<file path="src/rtl/varredura_display.sv">
// Purpose : time-multiplexing scan controller for a 4-digit 7-segment display;
//           cycles seletor 0..3 (unidade, dezena, agroDef, estado) every DIV
//           clocks and drives the matching active-low anode, blanking the first
//           GUARD cycles of each slot to suppress ghosting.
// Latency : all outputs registered; anodos is computed from next-state
//           presc/seletor so it lines up with seletor in the same cycle.
// Stall   : habilita=0 freezes presc/seletor, darkens the display and
//           suppresses tick_quadro; resuming continues the held slot.
//
// Ports   : clk          system clock, rising edge
//           rst_n        asynchronous active-low reset
//           habilita     1 = scan runs, 0 = frozen and dark
//           mascara[3:0] per-digit enable (bit i lets digit i light)
//           brilho[2:0]  duty select, (brilho+1)/8 on (only with VARREDURA_BRILHO_EN)
//           seletor[1:0] digit index to the segment mux
//           anodos[3:0]  digit enables, active-low, at most one bit low
//           tick_quadro  one-cycle pulse when seletor wraps 3 -> 0
//
// Optional: define VARREDURA_BRILHO_EN to add the brilho input and PWM
//           dimming inside the active part of each slot.

module varredura_display #(
    parameter int DIV   = 50000,
    parameter int GUARD = 8
) (
    input  logic       clk,
    input  logic       rst_n,
    input  logic       habilita,
    input  logic [3:0] mascara,
`ifdef VARREDURA_BRILHO_EN
    input  logic [2:0] brilho,
`endif
    output logic [1:0] seletor,
    output logic [3:0] anodos,
    output logic       tick_quadro
);

    localparam int             PW      = (DIV > 2) ? $clog2(DIV) : 1;
    localparam logic [PW-1:0]  LAST    = PW'(DIV - 1);
    localparam logic [PW-1:0]  GUARD_P = PW'(GUARD);

    logic [PW-1:0] presc_q, presc_d;
    logic [1:0]    sel_q,   sel_d;
    logic [3:0]    an_q,    an_d;
    logic          tick_q,  tick_d;
    logic          lit;
`ifdef VARREDURA_BRILHO_EN
    logic [PW-1:0] offs;
`endif

    always_comb begin
        presc_d = presc_q;
        sel_d   = sel_q;
        tick_d  = 1'b0;
        an_d    = 4'b1111;
        lit     = 1'b0;
`ifdef VARREDURA_BRILHO_EN
        offs    = '0;
`endif
        if (habilita) begin
            if (presc_q == LAST) begin
                presc_d = '0;
                sel_d   = sel_q + 2'd1;
                tick_d  = (sel_q == 2'd3);
            end else begin
                presc_d = presc_q + PW'(1);
            end

            // Decide from next-state values so the anode is aligned with
            // the seletor value that becomes visible on the same edge.
            lit = (presc_d >= GUARD_P) && mascara[sel_d];
`ifdef VARREDURA_BRILHO_EN
            // Position within the active window, folded into an 8-cycle PWM period.
            offs = presc_d - GUARD_P;
            lit  = lit && (3'(offs) <= brilho);
`endif
            an_d[sel_d] = ~lit;
        end
    end

    always_ff @(posedge clk or negedge rst_n) begin
        if (!rst_n) begin
            presc_q <= '0;
            sel_q   <= 2'd0;
            an_q    <= 4'b1111;
            tick_q  <= 1'b0;
        end else begin
            presc_q <= presc_d;
            sel_q   <= sel_d;
            an_q    <= an_d;
            tick_q  <= tick_d;
        end
    end

    assign seletor     = sel_q;
    assign anodos      = an_q;
    assign tick_quadro = tick_q;

endmodule

</file>
<file path="config.mk">
export PLATFORM = sky130hd
export DESIGN_NAME = varredura_display
export DESIGN_NICKNAME = d
export VERILOG_FILES = /design/src/rtl/varredura_display.sv
export SDC_FILE = /design/constraint.sdc
export NUM_CORES = 1
export LEC_CHECK = 0
export ABC_AREA = 1
export CAP_MARGIN = 20
export CORE_ASPECT_RATIO = 1.25
export CORE_MARGIN = 1.5
export CORE_UTILIZATION = 40
export DETAILED_ROUTE_END_ITERATION = 6
export PLACE_DENSITY = 0.6
export SYNTH_ARGS = -nofsm -noshare
export SYNTH_HDL_FRONTEND = slang
export SYNTH_SLANG_ARGS = --single-unit
</file>
<file path="constraint.sdc">
create_clock -name clk -period 1.6 [get_ports clk]
set_input_delay 0.4 -clock clk [delete_from_list [all_inputs] [get_ports clk]]
set_output_delay 0.4 -clock clk [all_outputs]
set_load 0.01 [all_outputs]
</file>
### Met1 routing

Bar = 20 um.
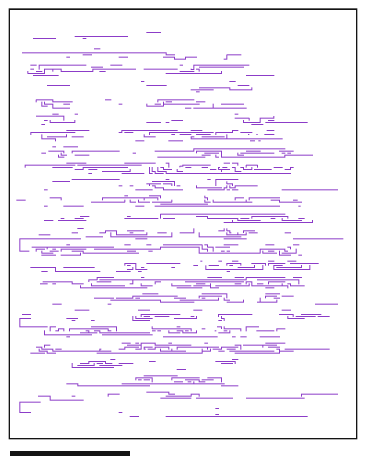
The longest straight run is 24.4 um. The layer carries 1,670 um of wire. The layer holds 43% of the routed length. The wires run mostly horizontal.
DRT Wirelength: 3.89 mm
met1 Use GR: 0.264
via count: 1,455

### Met2 routing

Bar = 20 um. Cells faint in the background.
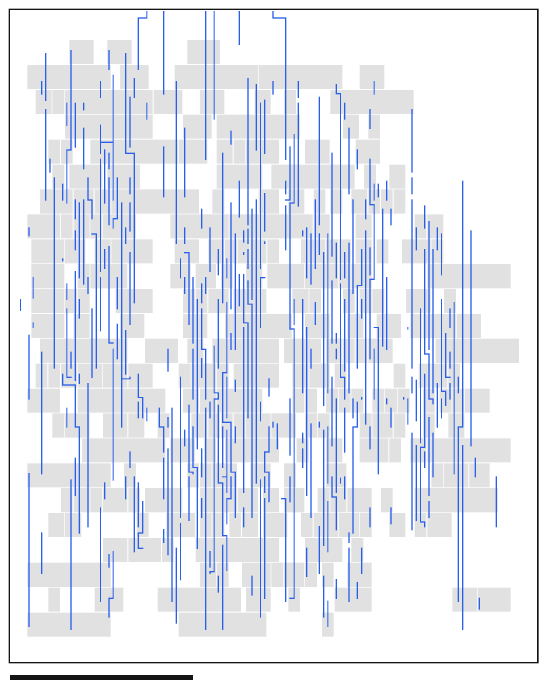
The layer carries 2,020 um of wire. 206 nets have wire on it. The layer holds 52% of the routed length. The wires run mostly vertical.
met2 Use GR: 0.371

### The metal 3 layer

Bar = 20 um. Cells faint in the background.
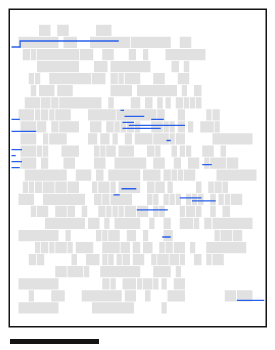
17 nets have wire on it. The layer holds 2.6% of the routed length. The wires run mostly horizontal. The longest straight run is 22.1 um. The layer carries 99.0 um of wire.
met3 usage: 0.0253

### Placement density heat map

The die is cut into 6 by 7 equal tiles; white is low, dark blue is high, 0 to 100% covered.
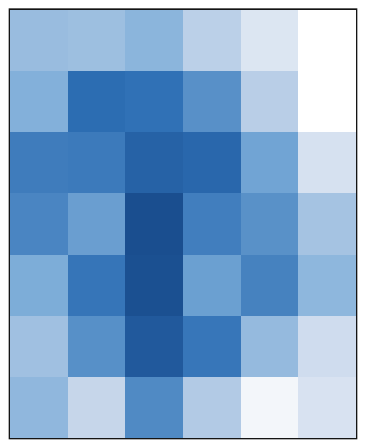
14% of the tiles are over 75% full. The densest ninth of the die: middle. The emptiest ninth of the die: top right. 4.8% of the tiles are nearly empty.
core region area: 3510 um2
floorplan utilization: 0.424
Finished Core Util: 0.589

==> results.json <==
{
  "status": "finished with violations",
  "violations": "setup timing",
  "cts-root-buf": "clkbuf_8",
  "path_cells": "ha_4, nand2_4, nor2_4, inv_4, nor2_8, nand2_8, nand3_1, nand2_1, nor2_1, nand3_4, nand3_2",
  "peakVddDrop_v": 0.000755,
  "clock_sinks": 23,
  "fin_cells": 295,
  "p_per_area_nw_per_um2": 1030,
  "path_delay_family": "simple AND/OR/NAND/NOR gates",
  "grt_pass1_wl_mm": 6.64,
  "largest_area_cell": "dfrtp_1",
  "hold_viol": 0,
  "rr_worst_depth": 11,
  "io_pins": 14,
  "setup_violations": 4,
  "die_h_um": 71.2,
  "maxSlewHeadroom": 0.796,
  "worst_pin_slew_ps": 307,
  "place_congestion": 0.942,
  "ys_area_um2": 1490,
  "viasPerCell": 4.93,
  "htreeDepth": 1,
  "track_usage": 0.212,
  "fp.dieW_um": 57.6,
  "port_buffers": 13,
  "chip_area_um2": 4100,
  "rsz0062_at_grt": "yes",
  "worstPathArrival_ps": 1910,
  "worst-path-buf-inv": 1,
  "post_dp_cell_area_um2": 1850,
  "mostFrequentLayoutCell": "nand2_1",
  "period_used_share": 1.06,
  "place_ws_ps": -62.4,
  "synth_area_um2": 1490,
  "wl_per_cell_um": 13.2,
  "area_growth_pct": 38.9,
  "criticalPathCategory": "flip-flop to flip-flop",
  "cts_tree": "done",
  "clockBufferDepth": 2,
  "num_antenna_cells": 0,
  "cp-end-kind": "flip-flop",
  "layout_setup_ws_ps": -97.1,
  "final_max_slew_viol_count": 0,
  "startpoint": "presc_q[0]$_DFFE_PN0P_",
  "syn_inst": 210
}
==> worst min path at each step <==
stage	from	endpoint	slack (ps)	depth (start not counted)
2_1_floorplan	rst_n	presc_q[0]$_DFFE_PN0P_	100	0
6_report	rst_n	presc_q[13]$_DFFE_PN0P_	490	2
3_5_place_dp	presc_q[15]$_DFFE_PN0P_	presc_q[15]$_DFFE_PN0P_	530	2
3_3_place_gp	presc_q[15]$_DFFE_PN0P_	presc_q[15]$_DFFE_PN0P_	530	2
4_1_cts	rst_n	presc_q[5]$_DFFE_PN0P_	500	2
5_1_grt	rst_n	presc_q[11]$_DFFE_PN0P_	530	2
==> cells in the mapped netlist, drive strengths merged, types with 2 or more instances <==
library cell / n
clkbuf: 3
dfstp: 4
nor2: 27
inv: 23
ha: 2
nand3: 30
o21ai: 17
dfrtp: 19
xor2: 5
nor3: 2
nand4: 3
nand2: 68
==> metal layers <==
layer,vias up,GRT usage,part of all wire
met3,8,0.0253,0.025
met1,649,0.264,0.43
met4,0,0.0801,0.024
li1,769,-,-
met2,29,0.371,0.52
met5,-,0,0
==> cells by family (layout without fill, tap and decap cells) <==
family,Yosys count,in the layout,share of synthesized area
and+or+nand+nor,133,133,0.423
buffers and inverters,27,73,0.0680
DFF,23,23,0.390
AOI/OAI and AO/OA,19,19,0.0672
xor gates and xnor gates,6,6,0.0353
adders and majority gates,2,2,0.0168
==> report_power, final <==
| group | internal [mW] | total [mW] | switching [mW] |
|---|---|---|---|
| Combinational | 0.415 | 0.912 | 0.497 |
| Clock | 0.174 | 0.369 | 0.195 |
| Sequential | 0.705 | 0.841 | 0.137 |
| Total | 1.29 | 2.12 | 0.829 |
==> sequential cells by signal (all words and copies together) (netlist names) <==
name and count:
presc_q 16, anodos 4, seletor 2, tick_quadro 1
==> layout make-up <==
class                   instances  area [um2]  area share
flip-flops and latches         23         584       0.282
multi-input cells             160         930       0.449
clock inverters                 1        5.00     0.00242
clock buffers                   3        41.3      0.0200
repair buffers                 45         365       0.177
inverters                      24        95.1      0.0459
well taps                      39        48.8      0.0236
==> worst reg2reg max path, cell delays in order (launching register included) <==
cell and delay, ps:
dfrtp_1 400, ha_4 160, nand2_4 70, nor2_4 150, inv_4 80, nor2_8 130, nand2_8 90, nand3_1 110
nand2_1 60, nor2_1 180, nand3_4 130, nand3_2 80
==> repair_timing <==
item,CTS,global route
buffers inserted,5,1
pin swaps,8,3
resized,17,19
endpoints found under the setup margin,10,10
